==> config.mk <==
export PLATFORM = sky130hd
export DESIGN_NAME = mem_writeback
export DESIGN_NICKNAME = d
export VERILOG_FILES = /design/src/rtl/mem_writeback.sv
export SDC_FILE = /design/constraint.sdc
export NUM_CORES = 1
export LEC_CHECK = 0
export ABC_AREA = 0
export CAP_MARGIN = 15
export CORE_UTILIZATION = 44
export DETAILED_ROUTE_END_ITERATION = 10
export GPL_TIMING_DRIVEN = 0
export PLACE_DENSITY = 0.83
export SYNTH_ARGS = -nofsm -noshare
export SYNTH_HDL_FRONTEND = slang
export SYNTH_SLANG_ARGS = --single-unit
export TNS_END_PERCENT = 100
==> constraint.sdc <==
create_clock -name clk -period 2.65 [get_ports clk]
set_input_delay 0.265 -clock clk [delete_from_list [all_inputs] [get_ports clk]]
set_output_delay 0.265 -clock clk [all_outputs]
set_load 0.005 [all_outputs]
==> src/rtl/mem_writeback.sv <==
// Memory/writeback stage of the Riscv151 pipeline: drives the data cache in the execute
// cycle, then extends load data and selects the register-file write value one cycle later.
module mem_writeback #(
    parameter logic [31:0] CSR_RESET = 32'h0000_0000
) (
    input  logic        clk,
    input  logic        reset,
    input  logic        stall,
    input  logic        kill,
    input  logic [31:0] ex_alu_result,
    input  logic [31:0] ex_store_data,
    input  logic [2:0]  ex_funct3,
    input  logic [4:0]  ex_rd,
    input  logic        ex_reg_we,
    input  logic        ex_mem_we,
    input  logic        ex_mem_rr,
    input  logic        ex_csr_we,
    input  logic [1:0]  ex_wb_sel,
    input  logic [31:0] ex_pc,
    output logic [31:0] dcache_addr,
    output logic [3:0]  dcache_we,
    output logic        dcache_re,
    output logic [31:0] dcache_din,
    input  logic [31:0] dcache_dout,
    output logic        wb_we,
    output logic [4:0]  wb_rd,
    output logic [31:0] wb_data,
    output logic [31:0] csr,
    output logic        misaligned
);

    localparam logic [1:0] SZ_BYTE = 2'b00;
    localparam logic [1:0] SZ_HALF = 2'b01;
    localparam logic [1:0] SZ_WORD = 2'b10;

    localparam logic [1:0] WB_LOAD = 2'd1;
    localparam logic [1:0] WB_PC4  = 2'd2;

    typedef struct packed {
        logic        valid;
        logic        reg_we;
        logic        load;
        logic        csr_we;
        logic [1:0]  wb_sel;
        logic [4:0]  rd;
        logic [2:0]  funct3;
        logic [1:0]  addr_lo;
        logic [31:0] alu;
        logic [31:0] pc4;
        logic        mis;
    } w_stage_t;

    w_stage_t    w_q, w_d;
    logic [31:0] csr_q, csr_d;

    logic        misalign_ex;
    logic        qual_ex;
    logic [3:0]  lane_mask;
    logic [31:0] load_shifted;
    logic [31:0] load_data;

    // Execute cycle: address, lane enables and replicated store data.
    always_comb begin
        // NOTE: every always_comb output gets a default first so no path can infer a latch.
        misalign_ex = 1'b0;
        lane_mask   = 4'b1111;
        dcache_din  = ex_store_data;
        unique case (ex_funct3[1:0])
            SZ_BYTE: begin
                lane_mask  = 4'b0001 << ex_alu_result[1:0];
                dcache_din = {4{ex_store_data[7:0]}};
            end
            SZ_HALF: begin
                misalign_ex = ex_alu_result[0];
                lane_mask   = 4'b0011 << ex_alu_result[1:0];
                dcache_din  = {2{ex_store_data[15:0]}};
            end
            SZ_WORD: misalign_ex = (ex_alu_result[1:0] != 2'b00);
            default: ;
        endcase
        misalign_ex = misalign_ex & (ex_mem_we | ex_mem_rr);
        qual_ex     = ~kill & ~misalign_ex;
        dcache_addr = {ex_alu_result[31:2], 2'b00};
        dcache_re   = ex_mem_rr & qual_ex;
        dcache_we   = (ex_mem_we & qual_ex) ? lane_mask : 4'b0000;
    end

    // E->W register contents and csr commit; a stall holds everything.
    always_comb begin
        w_d   = w_q;
        csr_d = csr_q;
        if (!stall) begin
            w_d.valid   = ~kill;
            w_d.reg_we  = ex_reg_we & ~kill & ~misalign_ex;
            w_d.load    = ex_mem_rr & ~kill;
            w_d.csr_we  = ex_csr_we & ~kill;
            w_d.wb_sel  = ex_wb_sel;
            w_d.rd      = ex_rd;
            w_d.funct3  = ex_funct3;
            w_d.addr_lo = ex_alu_result[1:0];
            w_d.alu     = ex_alu_result;
            w_d.pc4     = ex_pc + 32'd4;
            w_d.mis     = misalign_ex & ~kill;
            if (w_q.csr_we && w_q.valid) begin
                csr_d = w_q.alu;
            end
        end
    end

    always_ff @(posedge clk or negedge reset) begin
        if (!reset) begin
            w_q   <= '0;
            csr_q <= CSR_RESET;
        end else begin
            // NOTE: state registers use non-blocking assignments so all flops update together.
            w_q   <= w_d;
            csr_q <= csr_d;
        end
    end

    // Writeback cycle: align the addressed lane down, then extend by width/signedness.
    always_comb begin
        load_shifted = dcache_dout >> {w_q.addr_lo, 3'b000};
        unique case (w_q.funct3)
            3'b000:  load_data = {{24{load_shifted[7]}}, load_shifted[7:0]};
            3'b001:  load_data = {{16{load_shifted[15]}}, load_shifted[15:0]};
            3'b100:  load_data = {24'h0, load_shifted[7:0]};
            3'b101:  load_data = {16'h0, load_shifted[15:0]};
            default: load_data = dcache_dout;
        endcase
        // A squashed load never forwards stale cache data.
        if (!w_q.load) begin
            load_data = 32'h0;
        end
    end

    always_comb begin
        unique case (w_q.wb_sel)
            WB_LOAD: wb_data = load_data;
            WB_PC4:  wb_data = w_q.pc4;
            default: wb_data = w_q.alu;
        endcase
        wb_we      = w_q.reg_we & w_q.valid & (w_q.rd != 5'd0);
        wb_rd      = w_q.rd;
        misaligned = w_q.mis;
        csr        = csr_q;
    end

endmodule

==> git commit body, run 1 <==
Add synthesis and place-and-route results

- Clk_lat worst skew: 0.36 ns
* Crit-path leading delay family: buffers and inverters
* Simple-gate portion of the synthesized area: 0.1231
* Worst r2r src: w_q[80]$_DFFE_PN0N_
* Count of clock-net buffers in the final layout: 12
- First element of the critical path: w_q[65]$_DFFE_PN0N_
- Per the detail_route log, the uppermost layer with routed signals is met4.
* Post-DR vias/cell: 5.794
- The library cell used most frequently in the layout, excluding fill and tap cells, is clkdlybuf4s50_1.
- met3 track demand over resource after global routing is 0.06415.
* Leakage component of the power: 0.004327 uW
- Per the repair_timing log after CTS, setup buffers inserted total 6.
* Detailed Route WL: 24.27 mm
- Antenna fix cells: 1
- Wire segments on met3 add up to 1.946 mm in the final route.
- The number of global-route vias before repair is 6,696.
- Clock root buffer: clkbuf_16
- Buffer count excluding the clock tree in the final layout: 387
- Overall power consumption after layout is estimated at 5837 uW.
* Clock network power: 1570 uW
- Syn Area/Cell: 9.799 um^2
- The run reported a max-capacitance violation count of 0.
- Outcome: finished clean
- Per the layout area report, the register area comes to 2778 um^2.
- For met1 alone, demand over resource in global routing was 0.3726.
* Well-tap cell count: 184
- Non-clock buffer area fraction after layout: 0.3350
* Num sequential: 111
- Switching power as a fraction of the total was reported as 0.2803.
* Hold endpoint: w_q[79]$_DFFE_PN0N_
- Setup repair after global routing could not meet its margin everywhere.
- Number of standard cells after synthesis: 689
- Htree depth: 3
* Dominant cells by area after synthesis: dfrtp_1 41%, mux2_2 14%, buf_4 5.0%, nand2_1 3.3%, a22oi_1 3.1%
- Met1 layer wirelength in the final routing: 9.602 mm
* Adder Share, Synth: 0.01112
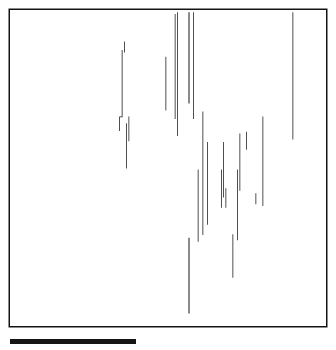
Fig. 1. Signal wires on met4 (run 1).
Bar = 50 um.
- longest straight run: 50.3 um
- share of all routed wire: 2.5%

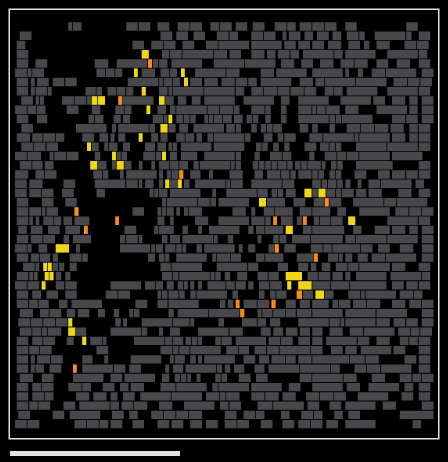
Fig. 2. Logic cells by family (run 1).
Bar = 50 um.
- inv cells: orange (cells 16; most used inv_1)
- nor cells: yellow (cells 37; most used nor2_1)

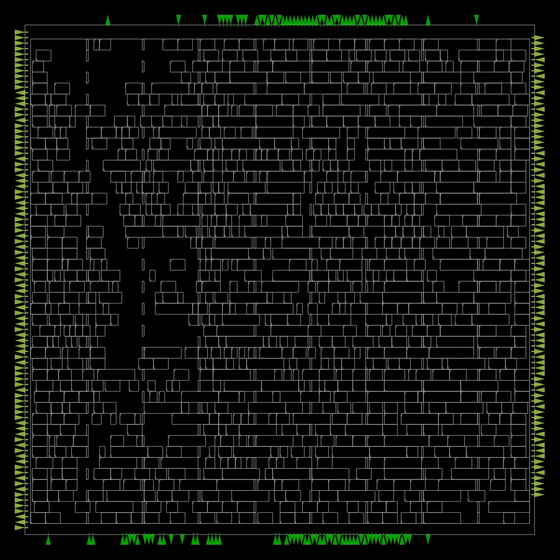
Fig. 3. Cell placement (run 1).
Core Region: 14,750 um^2
non-filler cells in the finished layout: 1,179
sequential portion of the cell area: 0.2682
total of fill cells in the finished design: 1,168
number of cell rows: 44

Fig. 4: run 1, cells colored by class
Bar = 50 um. Fill, decap, tap and diode cells in gray.
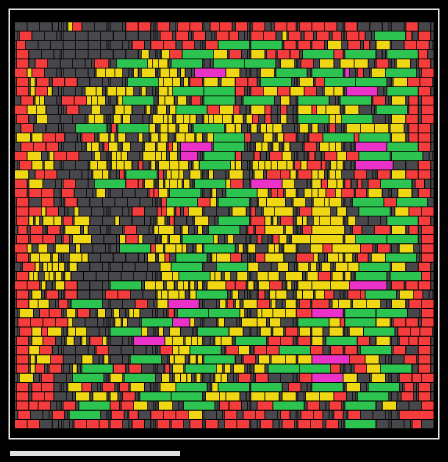

==> run 2: changes to the inputs <==
SLEW_MARGIN = 20   (was default)
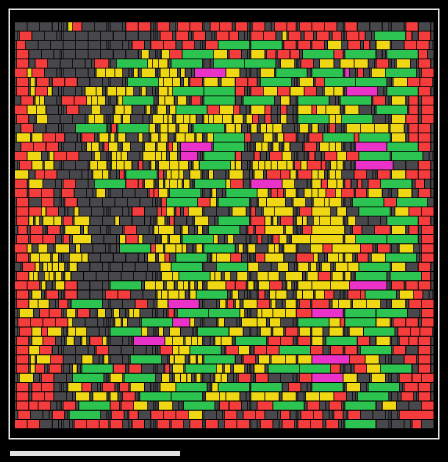
Fig. 5. Cells colored by class (run 2).
Bar = 50 um. Fill, decap, tap and diode cells in gray.
- registers: green (cells 111; share of their area 27%)
- clock drivers and dummy loads: magenta (cells 15; share of their area 3.4%)
- remaining buffers and delay cells: red (cells 387; share of their area 34%)
- remaining logic cells: yellow (cells 481; share of their area 35%)

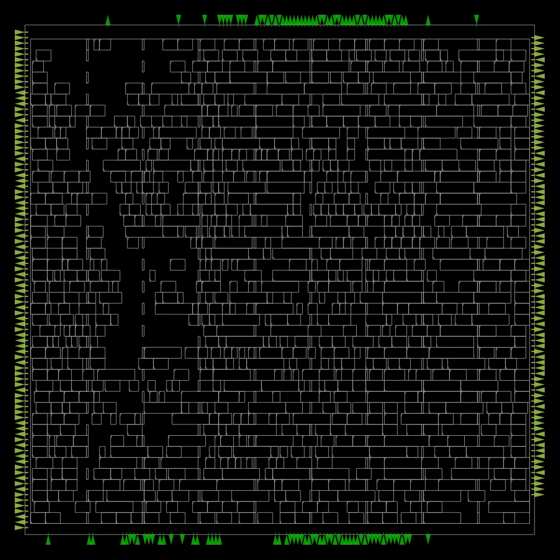
Fig. 6. Cell placement (run 2).
sequential portion of the cell area: 0.2681
total of fill cells in the finished design: 1,166
num sequential: 111

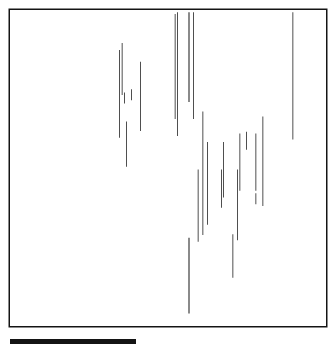
Fig. 7. Signal wires on met4 (run 2).
Bar = 50 um.
- main direction: vertical
- nets with wire on the layer: 22
- wire length on this layer: 639 um
- longest straight run: 50.3 um
- share of all routed wire: 2.6%

==> run 2 against run 1 <==
Routed wire length barely moved. Sequential cell count unchanged. Highest routed layer unchanged. First-iteration DRC count fell by 1.6%. Area after synthesis unchanged. Final area about the same. Non-clock buffer count stayed put. Critical path depth is the same. Setup slack worse by 0.0023 ns. Cell count stayed put. Clock-buffer cell count stayed put. Hold slack got worse by 0.057 ns. Critical path type unchanged.
==> git commit body, run 2 <==
Add synthesis and place-and-route results

- The fraction of cell area in non-clock buffers was 0.3353 (about the same).
- Post-DR vias/cell: 5.798 (about the same)
* Via count of the first global-routing pass: 6,696 (unchanged)
- The total power after layout is 5840 uW (about the same).
* Met1 usage: 0.3726 (unchanged)
- Met3 Track Usage GR: 0.06415 (unchanged)
- The cell family contributing the most delay on the critical path is buffers and inverters.
- Leakage component of the power: 0.004328 uW (about the same)
- The synthesized area per cell came to 9.799 um^2 (unchanged).
* First element of the critical path: w_q[65]$_DFFE_PN0N_
* Clock root buffer: clkbuf_16
* Number of cell rows: 44 (unchanged)
* Clock network power: 1570 uW (about the same)
* Htree depth: 3 (unchanged)
- Antenna fix cells: 1 (unchanged)
* Most frequent logic cell in the layout: clkdlybuf4s50_1
- The area of the core region is 14,750 um^2 (unchanged).
- Non-filler cells in the finished layout: 1,179 (unchanged)
- Setup repair after global routing could not meet its margin everywhere.
- Metal3 WL: 2.016 mm (+3.6%)
- Clk_lat worst skew: 0.36 ns (about the same)
- The post-synthesis share of cell area spent on full adders, half adders and majority gates is 0.01112 (unchanged).
- The non-clock buffer total of the final layout is 387 (unchanged).
- The total wirelength of the detailed-routed design was 24.26 mm (about the same).
- The number of well taps came to 184 (unchanged).
- Setup bufs post-CTS: 6 (unchanged)
* Outcome: finished clean
* Highest metal layer with signal wires: met4
* Met1 layer wirelength in the final routing: 9.502 mm (-1.0%)
* Proportion of total power due to net switching: 0.2806 (+0.0003002)
- Worst r2r src: w_q[80]$_DFFE_PN0N_
- The clock buffer count in the final layout was 12 (unchanged).
Power figures rest on the tool's default switching activity, not on a simulated workload.
